## config.mk

```make
export PLATFORM = sky130hd
export DESIGN_NAME = mux4_scan_ctrl
export DESIGN_NICKNAME = d
export VERILOG_FILES = /design/src/rtl/mux4_scan_ctrl.sv
export SDC_FILE = /design/constraint.sdc
export NUM_CORES = 1
export LEC_CHECK = 0
export CAP_MARGIN = 20
export CORE_MARGIN = 3
export CORE_UTILIZATION = 45
export DETAILED_ROUTE_END_ITERATION = 8
export GPL_ROUTABILITY_DRIVEN = 0
export PLACE_DENSITY = 0.68
export SLEW_MARGIN = 20
export SYNTH_ARGS = -nofsm -noshare
export SYNTH_HDL_FRONTEND = slang
export SYNTH_SLANG_ARGS = --single-unit
```

## constraint.sdc

```tcl
create_clock -name clk -period 3.05 [get_ports clk]
set_clock_uncertainty 0.2 [all_clocks]
set_input_delay 0.61 -clock clk [delete_from_list [all_inputs] [get_ports clk]]
set_output_delay 0.61 -clock clk [all_outputs]
set_load 0.1 [all_outputs]
```

## src/rtl/mux4_scan_ctrl.sv

```systemverilog
// Select sequencer and capture stage for a 4:1 mux: steps the selects through
// channels 0..3, samples the mux output at the end of each dwell and emits 4-bit frames.
module mux4_scan_ctrl #(
  parameter int unsigned DWELL = 4,
  parameter int unsigned CNT_W = 8
) (
  input  logic       clk,
  input  logic       rst_n,
  input  logic       start,
  input  logic       cont,
  input  logic       stop,
  input  logic       mux_out,
  output logic       s0,
  output logic       s1,
  output logic       busy,
  output logic [3:0] frame,
  output logic       frame_valid
);

  typedef enum logic {
    ST_IDLE,
    ST_SCAN
  } state_t;

  localparam logic [CNT_W-1:0] LAST_CNT = CNT_W'(DWELL - 1);

  state_t           r_state, w_state_n;
  logic [1:0]       r_ch, w_ch_n;
  logic [CNT_W-1:0] r_cnt, w_cnt_n;
  logic [2:0]       r_shadow, w_shadow_n;
  logic             r_cont_q, w_cont_q_n;
  logic             r_stop_q, w_stop_q_n;
  logic [3:0]       r_frame, w_frame_n;
  logic             r_frame_valid, w_frame_valid_n;
  logic             w_last;

  assign w_last = (r_cnt == LAST_CNT);

  always_ff @(posedge clk or negedge rst_n) begin
    if (!rst_n) begin
      r_state       <= ST_IDLE;
      r_ch          <= '0;
      r_cnt         <= '0;
      r_shadow      <= '0;
      r_cont_q      <= 1'b0;
      r_stop_q      <= 1'b0;
      r_frame       <= '0;
      r_frame_valid <= 1'b0;
    end else begin
      r_state       <= w_state_n;
      r_ch          <= w_ch_n;
      r_cnt         <= w_cnt_n;
      r_shadow      <= w_shadow_n;
      r_cont_q      <= w_cont_q_n;
      r_stop_q      <= w_stop_q_n;
      r_frame       <= w_frame_n;
      r_frame_valid <= w_frame_valid_n;
    end
  end

  always_comb begin
    w_state_n       = r_state;
    w_ch_n          = r_ch;
    w_cnt_n         = r_cnt;
    w_shadow_n      = r_shadow;
    w_cont_q_n      = r_cont_q;
    w_stop_q_n      = r_stop_q;
    w_frame_n       = r_frame;
    w_frame_valid_n = 1'b0;

    unique case (r_state)
      ST_IDLE: begin
        if (start) begin
          w_state_n  = ST_SCAN;
          w_ch_n     = '0;
          w_cnt_n    = '0;
          w_cont_q_n = cont;
          w_stop_q_n = 1'b0;
        end
      end

      ST_SCAN: begin
        w_stop_q_n = r_stop_q | stop;
        w_cnt_n    = r_cnt + CNT_W'(1);
        if (w_last) begin
          w_cnt_n = '0;
          if (r_ch != 2'd3) begin
            case (r_ch)
              2'd0:    w_shadow_n[0] = mux_out;
              2'd1:    w_shadow_n[1] = mux_out;
              default: w_shadow_n[2] = mux_out;
            endcase
            w_ch_n = r_ch + 2'd1;
          end else begin
            w_frame_n       = {mux_out, r_shadow};
            w_frame_valid_n = 1'b1;
            w_ch_n          = '0;
            // A stop arriving on this very edge must also end the scan.
            if (!(r_cont_q && !r_stop_q && !stop)) begin
              w_state_n  = ST_IDLE;
              w_stop_q_n = 1'b0;
              w_cont_q_n = 1'b0;
            end
          end
        end
      end

      default: w_state_n = ST_IDLE;
    endcase
  end

  // ch is forced to 0 whenever the scan ends, so the selects read 00 in IDLE.
  assign s0          = r_ch[0];
  assign s1          = r_ch[1];
  assign busy        = (r_state == ST_SCAN);
  assign frame       = r_frame;
  assign frame_valid = r_frame_valid;

endmodule

```

**Run 1: supply network**

Bar = 20 um. Pins as bars on the die edge.
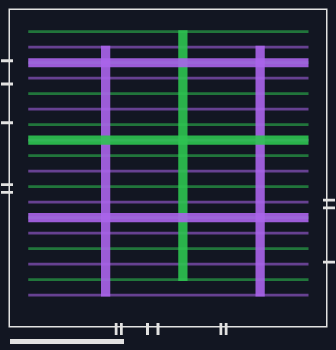
[green] VDD
[purple] VSS
met1 rails: 18
met4 straps: 3
met5 straps: 3
signal pins: 14

**Run 1: cell classes on the final placement**

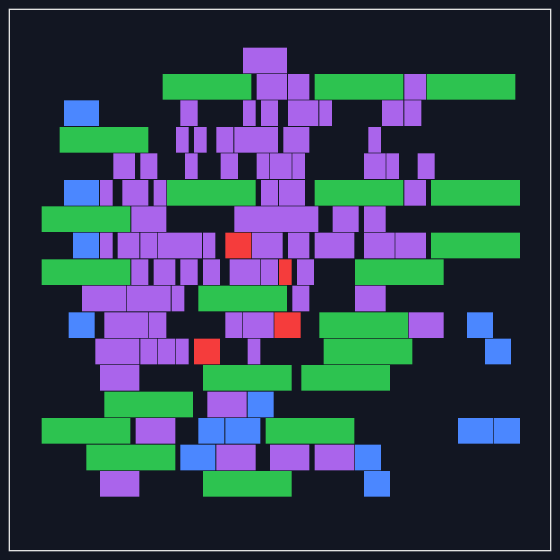
[blue] remaining buffers and delay cells | cells: 14
[green] registers | cells: 21
[purple] remaining logic cells | cells: 76
[red] clock drivers and dummy loads | cells: 4
post-layout utilization of the core: 54.92%
final instance area: 1250 um^2
number of placement rows: 17

**Run 1: clock network drawn from the DEF**

Bar = 20 um.
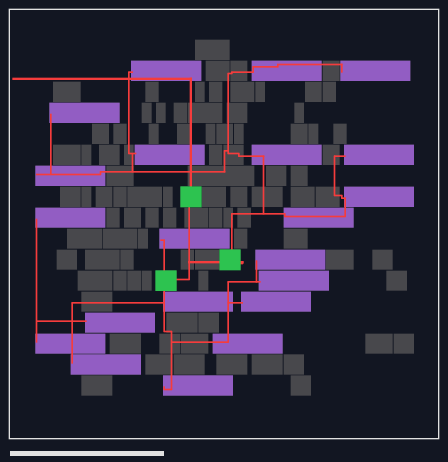
[green] clock-net drivers | count: 3
[red] clock wires | length: 271 um
[purple] flip-flops | count: 21
flops lie: spread over the die
routed clock nets: 4

==> impl_report.txt, run 1 <==
PHYSICAL IMPLEMENTATION REPORT
----------------------------------------------------
[Worst setup path]
  Worst reg-to-reg path cell count ........................ 4
  Category of the worst setup path launch point ........................ register
  Setup CP Type ........................ reg2reg
  Arrival time at the worst endpoint ........................ ~2200 ps
  CP Capture Type ........................ register
  Maximum net fanout on the critical path ........................ 6

[Timing]
  Final worst path period share ........................ approximately three quarters
  Final hold slack ........................ 309.3 ps
  Remaining max-slew budget at the tightest pin ........................ 62.47%
  Setup repair after global routing missed its margin ........................ false
  Post-route minimum period ........................ 2242 ps
  Number of failing setup endpoints in the final timing report ........................ 0

[Global route]
  Via count of the first global-routing pass ........................ 816
  Pin count of the biggest net entering global routing ........................ 22
  Gr usage total ........................ 15.14%
  Overflow after GRT ........................ 0
  Number of antenna violations at the first check in global routing ........................ 0

[Final layout]
  Final net count ........................ between 100 and 150
  Filler cells ........................ 193

[Floorplanning]
  FP Core Util ........................ 48.43%
  Chip Footprint ........................ 3080 um^2
  Number of top-level pins ........................ 14

[Yosys]
  Cell area after synthesis ........................ 1102 um^2
  Summed standard-cell area reported by yosys ........................ 1102 um^2
  Sequential cell area fraction in the yosys report ........................ a little under half
  Post-synth cell types ........................ 32
  Number of cells produced by synthesis ........................ roughly 100
  Most used DFF post-synth ........................ dfrtp_1
  Number of nets in the synthesized netlist ........................ 114
  Ys Warns ........................ 0
  Post-synth area hogs ........................ dfrtp_1 48%, ha_1 7.9%, mux2_2 4.1%

[CTS]
  Root cell of the clock tree ........................ clkbuf_4
  Sink Count ........................ 21
  Clock transition at the register clock pins on the worst setup and hold paths after CTS ........................ 130 ps
  Number of gates resized after CTS ........................ 0
  Setup Buffers After CTS ........................ 0
  Max clock buf depth ........................ 2
  Clock buffer count from CTS ........................ 3

[Run status]
  Result of the run ........................ finished, final reports clean

[Power]
  Power per cell area ........................ 1068 nW/um^2
  Static leakage ........................ 0.5686 nW
  Pwr Total ........................ 1.334 mW
  Largest vdd supply drop ........................ between 0.7 and 0.8 mV

[Detailed routing]
  Drt first pass iters ........................ 4
  Post-DR wirelength/cell ........................ 14.92 um
  Vias per std cell ........................ 5.706
  Drt total wl ........................ 2133 um

[Hold path]
  Worst Hold Class ........................ reg2reg

----------------------------------------------------
run 1: cell usage in the layout, fill, tap and decap left out, types with 3 or more instances in the layout:
| cell | n |
|---|---|
| dfrtp_1 | 21 |
| buf_4 | 9 |
| a21oi_1 | 7 |
| nand3_1 | 7 |
| ha_1 | 7 |
| nand2_1 | 6 |
| inv_1 | 5 |
| nor2_1 | 5 |
| clkdlybuf4s50_1 | 5 |
| a31oi_1 | 4 |
| mux2_2 | 4 |
| a22o_1 | 3 |
| o21ai_0 | 3 |
| mux2_1 | 3 |
| clkbuf_4 | 3 |
run 1: layout make-up:
class | instances | area, um^2 | area share [%]
clock buffer | 4 | 26.28 | 2.102
inverter | 5 | 18.77 | 1.502
multi-input combinational | 71 | 526.8 | 42.14
sequential | 21 | 525.5 | 42.04
tap | 28 | 35.03 | 2.803
timing repair buffer | 14 | 117.6 | 9.409
run 1: sequential cells by signal (all words and copies together), names as in the netlist:
signal and count:
r_ch 2, r_shadow 3, frame 4, busy 1, frame_valid 1, r_cont_q 1
r_stop_q 1, r_cnt 8
run 1: kinds of logic after synthesis:
family / Yosys count / share of synthesized area [%]
mux: 8 / 8.059
flops: 21 / 47.67
xor+xnor: 2 / 1.589
simple gates: 31 / 16.91
compound gates: 23 / 13.28
buf+inv: 9 / 4.540
fa+ha+maj: 7 / 7.945
run 1: per-stage QoR:
step / setup WS [ps] / area [um^2]
final: 807.6 / 1250
after global routing: 729.7 / 1250
after CTS: 833.0 / 1250
after detailed placement: 863.4 / 1224
after global placement: 884.8 / 1224
after floorplan: 737.0 / 1102
run 1: metal layers:
metal  global-route usage, %  up-vias  wire length (um)
met3                   4.439        4               109
li1                        -      395                 -
met5                       0        -                 0
met4                   4.861        0                23
met2                   22.64       22               967
met1                   20.97      395              1034
run 1: power breakdown:
part | switching, mW | internal, mW | total, mW
Clock | 0.0834 | 0.0509 | 0.134
Combinational | 0.446 | 0.226 | 0.672
Sequential | 0.136 | 0.392 | 0.528
Total | 0.666 | 0.669 | 1.33
run 1: worst max-delay path: stages (launching register included):
cell	delay (ps)
dfrtp_1	470
or4_4	570
nor4b_4	390
nand3_1	150
mux2_1	330
run 1: worst paths after layout:
kind / from / endpoint / slack, ps
worst max register to register: r_cnt[6] / r_shadow[1] / 810
min in group asynchronous: rst_n / r_cnt[7] / 430
worst min register to register: r_shadow[2] / r_shadow[2] / 310
worst min-delay path: r_shadow[2] / r_shadow[2] / 310
worst max-delay path: r_cnt[6] / r_shadow[1] / 810
max in group asynchronous: rst_n / r_ch[0] / 1990
--- run 2 (diff from run 1) ---
Settings changed: PLACE_DENSITY 0.68 to 0.71.
Clock period 3.05 ns to 1.95 ns, I/O delays scaled along.
**Run 2: clock network drawn from the DEF**

Bar = 20 um.
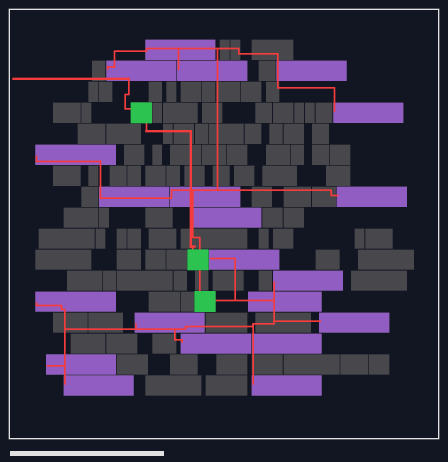
[red] clock wires | length: 252 um
[green] clock-net drivers | count: 3
[purple] flip-flops | count: 21
flops lie: spread over the die
routed clock nets: 4
portion of total power attributed to the clock network: 8.4%
clk ins delay skew pair: 310 ps
Clock net power: 0.214 mW

==> run 2 against run 1 <==
  * The flow now finishes with violations (negative setup slack)
  * Sequential power increased by 52%
  * Hold slack got worse by 100 ps
  * Wire length grew 14%
  * Global-route usage grew 2.3 points
  * Final area up 21%
  * Critical endpoint is now r_shadow[2]
  * Register-to-register slack got worse by 920 ps
  * Die area unchanged
  * Total power rose by 90%
==> impl_report.txt, run 2 <==
PHYSICAL IMPLEMENTATION REPORT
----------------------------------------------------
[Final layout]
  Final net count ........................ roughly 140
  Multi-input gate area ........................ 566.8 um^2
  Filler cells ........................ 165
  Layout-stage area growth over the synthesis result ........................ 37.12%
  Diode insertion count for antenna repair ........................ 0
  Top logic cell by instance count in the layout ........................ dfrtp_1
  Fin cells ........................ 158
  Fraction of final layout cells with drive strength greater than 1 ........................ between 30 and 40%
  Top Layout Cells ........................ 18 x dfrtp_1, 16 x buf_4, 8 x buf_12
  Largest register by flop count ........................ r_cnt
  Post-layout utilization of the core ........................ 66.41%
  Max reg flops ........................ 8
  Flip-flop and latch area ........................ roughly 530 um^2

[CTS]
  Clock transition at the register clock pins on the worst setup and hold paths after CTS ........................ 120 ps
  Setup Buffers After CTS ........................ 0
  Root cell of the clock tree ........................ clkbuf_4
  Sink Count ........................ 21
  Maximum level of the CTS H-tree ........................ 1
  Max clock buf depth ........................ 2
  Clock buffer count from CTS ........................ 3
  CTS tree ........................ built

[Global route]
  Number of antenna violations at the first check in global routing ........................ 0
  Via count of the first global-routing pass ........................ 881
  Pin count of the biggest net entering global routing ........................ 22
  Gr usage total ........................ 17.39%
  Overflow after GRT ........................ 0

[Floorplanning]
  Chip Footprint ........................ 3080 um^2
  Number of placement rows ........................ 17
  Number of top-level pins ........................ 14
  FP Core Util ........................ 48.43%
  Die x size ........................ 55.50 um
  Die height ........................ between 50 and 60 um

[Worst setup path]
  Setup CP Type ........................ reg2reg
  Arrival time at the worst endpoint ........................ 2050 ps
  Largest stage delay on the critical path ........................ 540 ps
  R2R Setup Slk ........................ -110 ps
  Category of the worst setup path launch point ........................ register
  CP Capture Type ........................ register
  Maximum net fanout on the critical path ........................ 4
  Worst-path cell chain ........................ or4_4, nor4b_4, nand3_1, mux2_4
  Slowest stage cell, crit path ........................ or4_4

[Detailed routing]
  Number of DRC violations after detailed-routing iteration 0 ........................ 15
  Drt total wl ........................ 2437 um
  Vias per std cell ........................ 5.601
  Drt first pass iters ........................ 4
  Post-DR wirelength/cell ........................ 15.42 um

[Power]
  Power per cell area ........................ 1680 nW/um^2
  Static leakage ........................ 0.6872 nW
  Largest vdd supply drop ........................ 1.694 mV
  Pwr Total ........................ 2.539 mW

[Yosys]
  Share of the synthesized area in the top cell type ........................ 47.67%
  Number of nets in the synthesized netlist ........................ 114
  Ys Warns ........................ 0
  Number of cells produced by synthesis ........................ around 100
  Post-synth cell types ........................ 32
  Sequential cell area fraction in the yosys report ........................ 47.67%
  Most used DFF post-synth ........................ dfrtp_1
  # Cells Yosys ........................ 101
  Most instantiated cells after synthesis ........................ 21 x dfrtp_1, 7 x a21oi_1, 7 x ha_1, 7 x nand3_1, 6 x nand2_1
  Post-synth ARST share ........................ 100.0%
  Cell area after synthesis ........................ 1102 um^2
  Summed standard-cell area reported by yosys ........................ 1102 um^2
  Synthesis-stage register bit count ........................ 21
  Post-synth area hogs ........................ dfrtp_1 48%, ha_1 7.9%, mux2_2 4.1%

[Timing]
  Final worst path period share ........................ 105.6%
  Number of failing setup endpoints in the final timing report ........................ 9
  Min setup slack post-route ........................ -108.8 ps
  Slew at the pin closest to its max-slew limit ........................ 398.9 ps
  Final hold vios ........................ 0
  Post-Route Setup TNS ........................ -641.8 ps
  Upper clock frequency limit ........................ 485.7 MHz
  Setup repair after global routing missed its margin ........................ true
  Remaining max-slew budget at the tightest pin ........................ 73.31%
  Post-route minimum period ........................ between 2000 and 2500 ps

[Place]
  Post-place setup slack ........................ -109.6 ps
  Total placed cells including tap cells ........................ 154
  HPWL after detailed placement ........................ approximately 1800 um
  Number of buffer cells added on primary ports ........................ 13

[Hold path]
  Worst Hold Class ........................ in2async

[Job]
  Max capacitance violation total ........................ 0

[Run status]
  Result of the run ........................ complete, but fails checks
  Violations in the final reports ........................ negative setup slack

----------------------------------------------------
run 2: cell counts after synthesis:
Identical to the previous run, type by type.
run 2: final timing paths:
path,to,startpoint,cells past startpoint
worst min-delay path,r_cnt[5],rst_n,2
worst max register to register,r_shadow[2],r_cnt[2],4
max in group asynchronous,r_ch[0],rst_n,2
worst min register to register,r_shadow[1],r_shadow[1],1
min in group clk,r_shadow[1],r_shadow[1],1
worst max-delay path,r_shadow[2],r_cnt[2],4
run 2: final cells by class:
type                    count  share of cell area (%)
clock buffers               4                   1.738
inverters                   5                   1.242
multi-input cells          71                   37.50
flip-flops and latches     21                   35.35
well taps                  28                   2.318
repair buffers             29                   21.85
run 2: per-layer routing:
metal	part of all wire [%]	GRT usage (%)	vias to the layer above	wire length [um]
li1	-	-	427	-
met1	45	25.26	421	1105
met2	45	26.35	29	1108
met3	5.7	2.804	8	139
met4	3.4	5.556	0	83
met5	0	0	-	0
run 2: timing repair:
item                                    4_1_cts  5_1_grt
gates resized                                 4        5
hold buffers                                  0        0
endpoints found under the setup margin        9       12
pin swaps                                     4        2
hold endpoints to repair                      0        0
run 2: critical path: cells and delay by family, from the launching register on:
family / cells / cell delay, ps
flops: 1 / 440
mux: 1 / 320
simple gates: 3 / 990
run 2: cell families (layout without fill, tap and decap cells):
family / Yosys count / in the layout / synth area share [%]
flops: 21 / 21 / 47.67
xor+xnor: 2 / 2 / 1.589
fa+ha+maj: 7 / 7 / 7.945
simple gates: 31 / 31 / 16.91
compound gates: 23 / 23 / 13.28
mux: 8 / 8 / 8.059
buf+inv: 9 / 38 / 4.540
run 2: where the power goes:
part           switching (mW)  total, mW  internal [mW]
clock network           0.134      0.214         0.0798
logic                   0.856       1.52          0.667
registers               0.175      0.803          0.628
run 2: stage by stage:
step,instance area (um^2),hold WS (ps)
2_1_floorplan,1111,-105.6
3_3_place_gp,1445,278.5
3_5_place_dp,1445,278.8
4_1_cts,1489,206.0
5_1_grt,1511,216.9
6_report,1511,207.7
Power figures rest on the tool's default switching activity, not on a simulated workload.
